==> config.mk <==
export PLATFORM = sky130hd
export DESIGN_NAME = spi_master_multi
export DESIGN_NICKNAME = d
export VERILOG_FILES = /design/src/rtl/spi_master_multi.sv
export SDC_FILE = /design/constraint.sdc
export NUM_CORES = 1
export LEC_CHECK = 0
export CAP_MARGIN = 25
export CORE_MARGIN = 4
export CORE_UTILIZATION = 33
export CTS_BUF_LIST = sky130_fd_sc_hd__clkbuf_4 sky130_fd_sc_hd__clkbuf_8
export DETAILED_ROUTE_END_ITERATION = 16
export PLACE_DENSITY = 0.64
export SLEW_MARGIN = 40
export SYNTH_ARGS = -nofsm -noshare
export SYNTH_HDL_FRONTEND = slang
export SYNTH_SLANG_ARGS = --single-unit
==> constraint.sdc <==
create_clock -name clk -period 2.95 [get_ports clk]
set_input_delay 0.295 -clock clk [delete_from_list [all_inputs] [get_ports clk]]
set_output_delay 0.295 -clock clk [all_outputs]
set_load 0.005 [all_outputs]
Fig. 1: cells coloured by class
Fill, decap, tap and diode cells in grey.
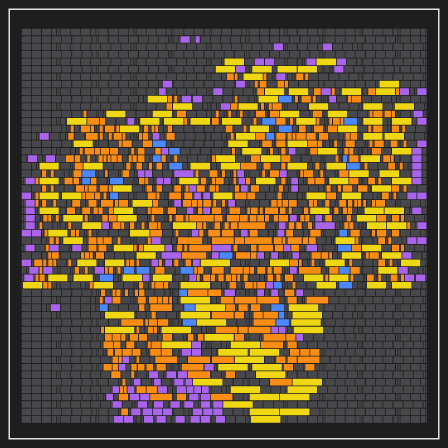
flip-flops: drawn in yellow, cells 138. all other logic: drawn in orange, cells 549. other buffers and delay cells: drawn in purple, cells 162. clock drivers and dummy loads: drawn in blue, cells 32.
core box area: 0.02135 mm²
Final Cell Area: 0.009394 mm²

Fig. 2: register map, names as in the netlist
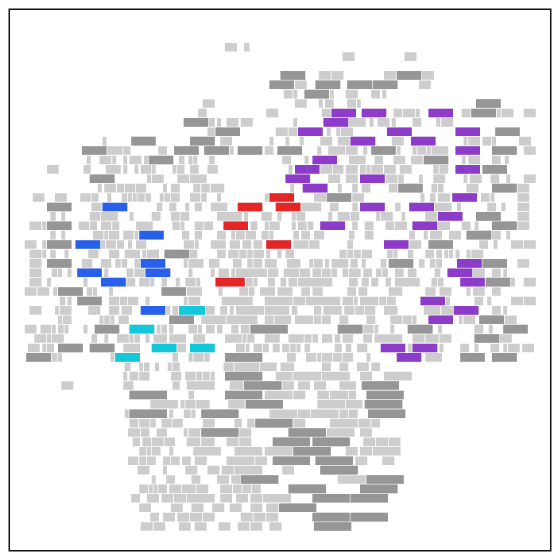
rxReg: drawn in purple, placed flops 32. divCnt: drawn in blue, placed flops 8, where west. bitCnt: drawn in red, placed flops 6. lenR: drawn in cyan, placed flops 5.
Another 87 sequential cells are not coloured.
Sequential cell area: 0.003088 mm²
Core Util, Final: 0.4399

Fig. 3: placed standard cells
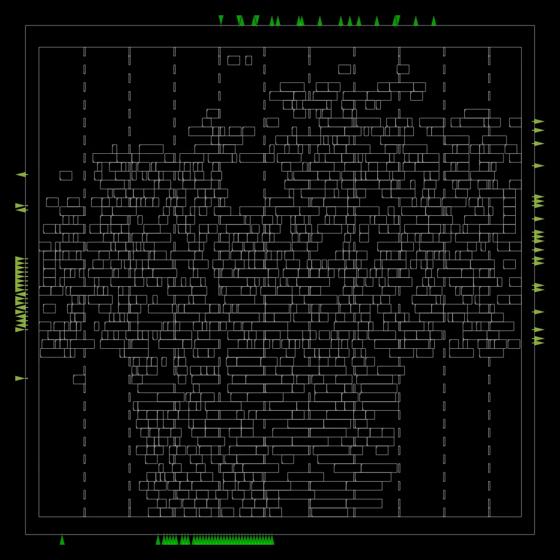
row count: 53
tapcells inserted: 275
FF+latch count: 138

Fig. 4: routed metal per tile
Bar = 50 µm. 31 x 31 tiles, from black (low) to pale yellow (high), scaled to the fullest tile. Values are wire area over tile area, all layers added.
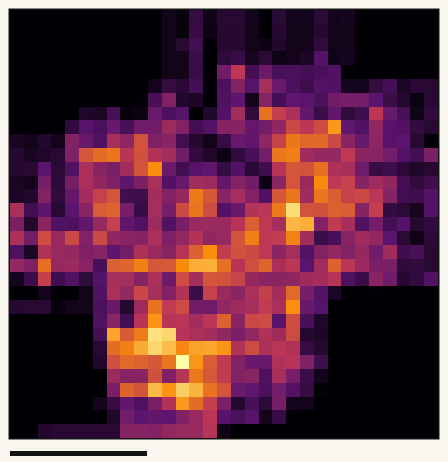
The emptiest ninth of the die: south-east. The mean over all tiles is 0.13. The fullest tile reaches 0.53.
GRT Overall Usage: 0.1607
total wire length: 19500 µm
DR WL/cell: 16.87 µm
Via Count: 5969

Fig. 5: close-up of the layout
Bar = 20 µm. Window x 14 to 64, y 14 to 64 µm. Cells in grey, sequential cells in the stronger grey; small squares are vias.
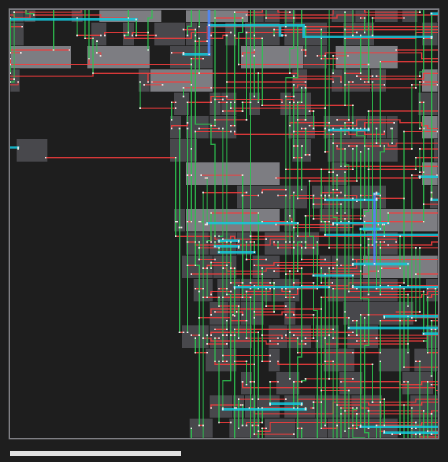
met2: drawn in green. met1: drawn in red. met4: drawn in blue. met3: drawn in cyan.
118 logic cells have their middle in the window. Most frequent: nand2_1 (12), buf_4 (11). Sequential cells in the window: 11.

==> results_dict.tcl <==
# yosys + openroad results
set metrics [dict create \
    wl_met2_um 9443 \
    status "finished, final reports clean" \
    firstDrtPassIters 5 \
    warnings 33 \
    critical_path.top_delay_family "simple AND/OR/NAND/NOR gates" \
    drc_errors 0 \
    synth-async-reset-ratio 0 \
    synthMuxAreaShare 0.1723 \
    slew_viol_final 0 \
    io_buffers 95 \
    final_common_cell "nor2_1" \
    dp_slack_ns -0.07408 \
    synthTopCellsByCount "nor2_1, dfxtp_1, mux2i_1, nand2_1, a211oi_1" \
    synth-xor-area-share 0.03983 \
    routed.top_layer "met4" \
    yosys-stat-cells 736 \
    largest_area_cell "dfxtp_1" \
    postCtsSetupRepairBufs 2 \
    grtUsageMet1 0.2137 \
    cp.required_ns 3.33 \
    antennaDiodeCount 0 \
    hold_class "in2reg" \
    power.internal_mw 3.029 \
    power.total_mw 4.325 \
    hold_slack_ns 0.3835 \
    path_buffers 2 \
    fin_ws_ns 0.05736 \
    fillCellCount 2056 \
    grt_pass1_wl_um 31080 \
    grt_use_met2 0.2645 \
    cts_hold_buffers 0 \
    setup_viol 0 \
    floorplan.nets 807 \
    numCtsBuffers 17 \
    vias_per_cell 5.163 \
    worstMarginPinSlew_ns 0.6635 \
    flop_cell "dfxtp_1" \
    yosys.area_share.adder 0.02966 \
    clkCellAreaFrac 0.03982 \
    htreeDepth 4 \
    synth_simple_gate_area_share 0.1716 \
    fp.dieH_um 156.3 \
    met1Wirelength_um 8837 \
    netlist_area_mm2 0.007256 \
    nMultiInputCombCells 526 \
    max_stage_delay_ns 0.47 \
    drive_above_1_share 0.1952 \
    cts-root-buf "clkbuf_8" \
    top_cells_by_area "dfxtp_1, edfxtp_1, mux2i_1" \
    seq_cell_power_mw 2.03 \
    r2r_slack_ns 0.06 \
    n_all_inverters 23 \
    holdPathStages 3 \
    num_io_pins 96 \
    leakage_nw 3.476 \
    worstPathMaxFanout 4 \
    switching_share 0.2996 \
    fmax_ghz 0.3457 \
    seq_share 0.3287 \
    top_area_frac 0.2925 \
    worstPathCellList "ha_4, inv_2, fa_2, a21o_1, a21oi_2, mux2_4, or2_4, buf_6, or4_4, mux2i_1, a211oi_1" \
    finalCritPeriodShare 0.9806 \
    netlist_instances 736 \
    drtIter0Drc 331 \
    clk_pin_slew_ns 0.09 \
    cp-end-kind "flop" \
    most_common_cell "nor2_1" \
    comb-power_mw 0.808 \
    seqPwrFrac 0.469 \
    period_minus_slack_ns 2.893 \
    p_comb_frac 0.187 \
    area_growth_pct 29.47 \
    powerClk_mw 1.49 \
]
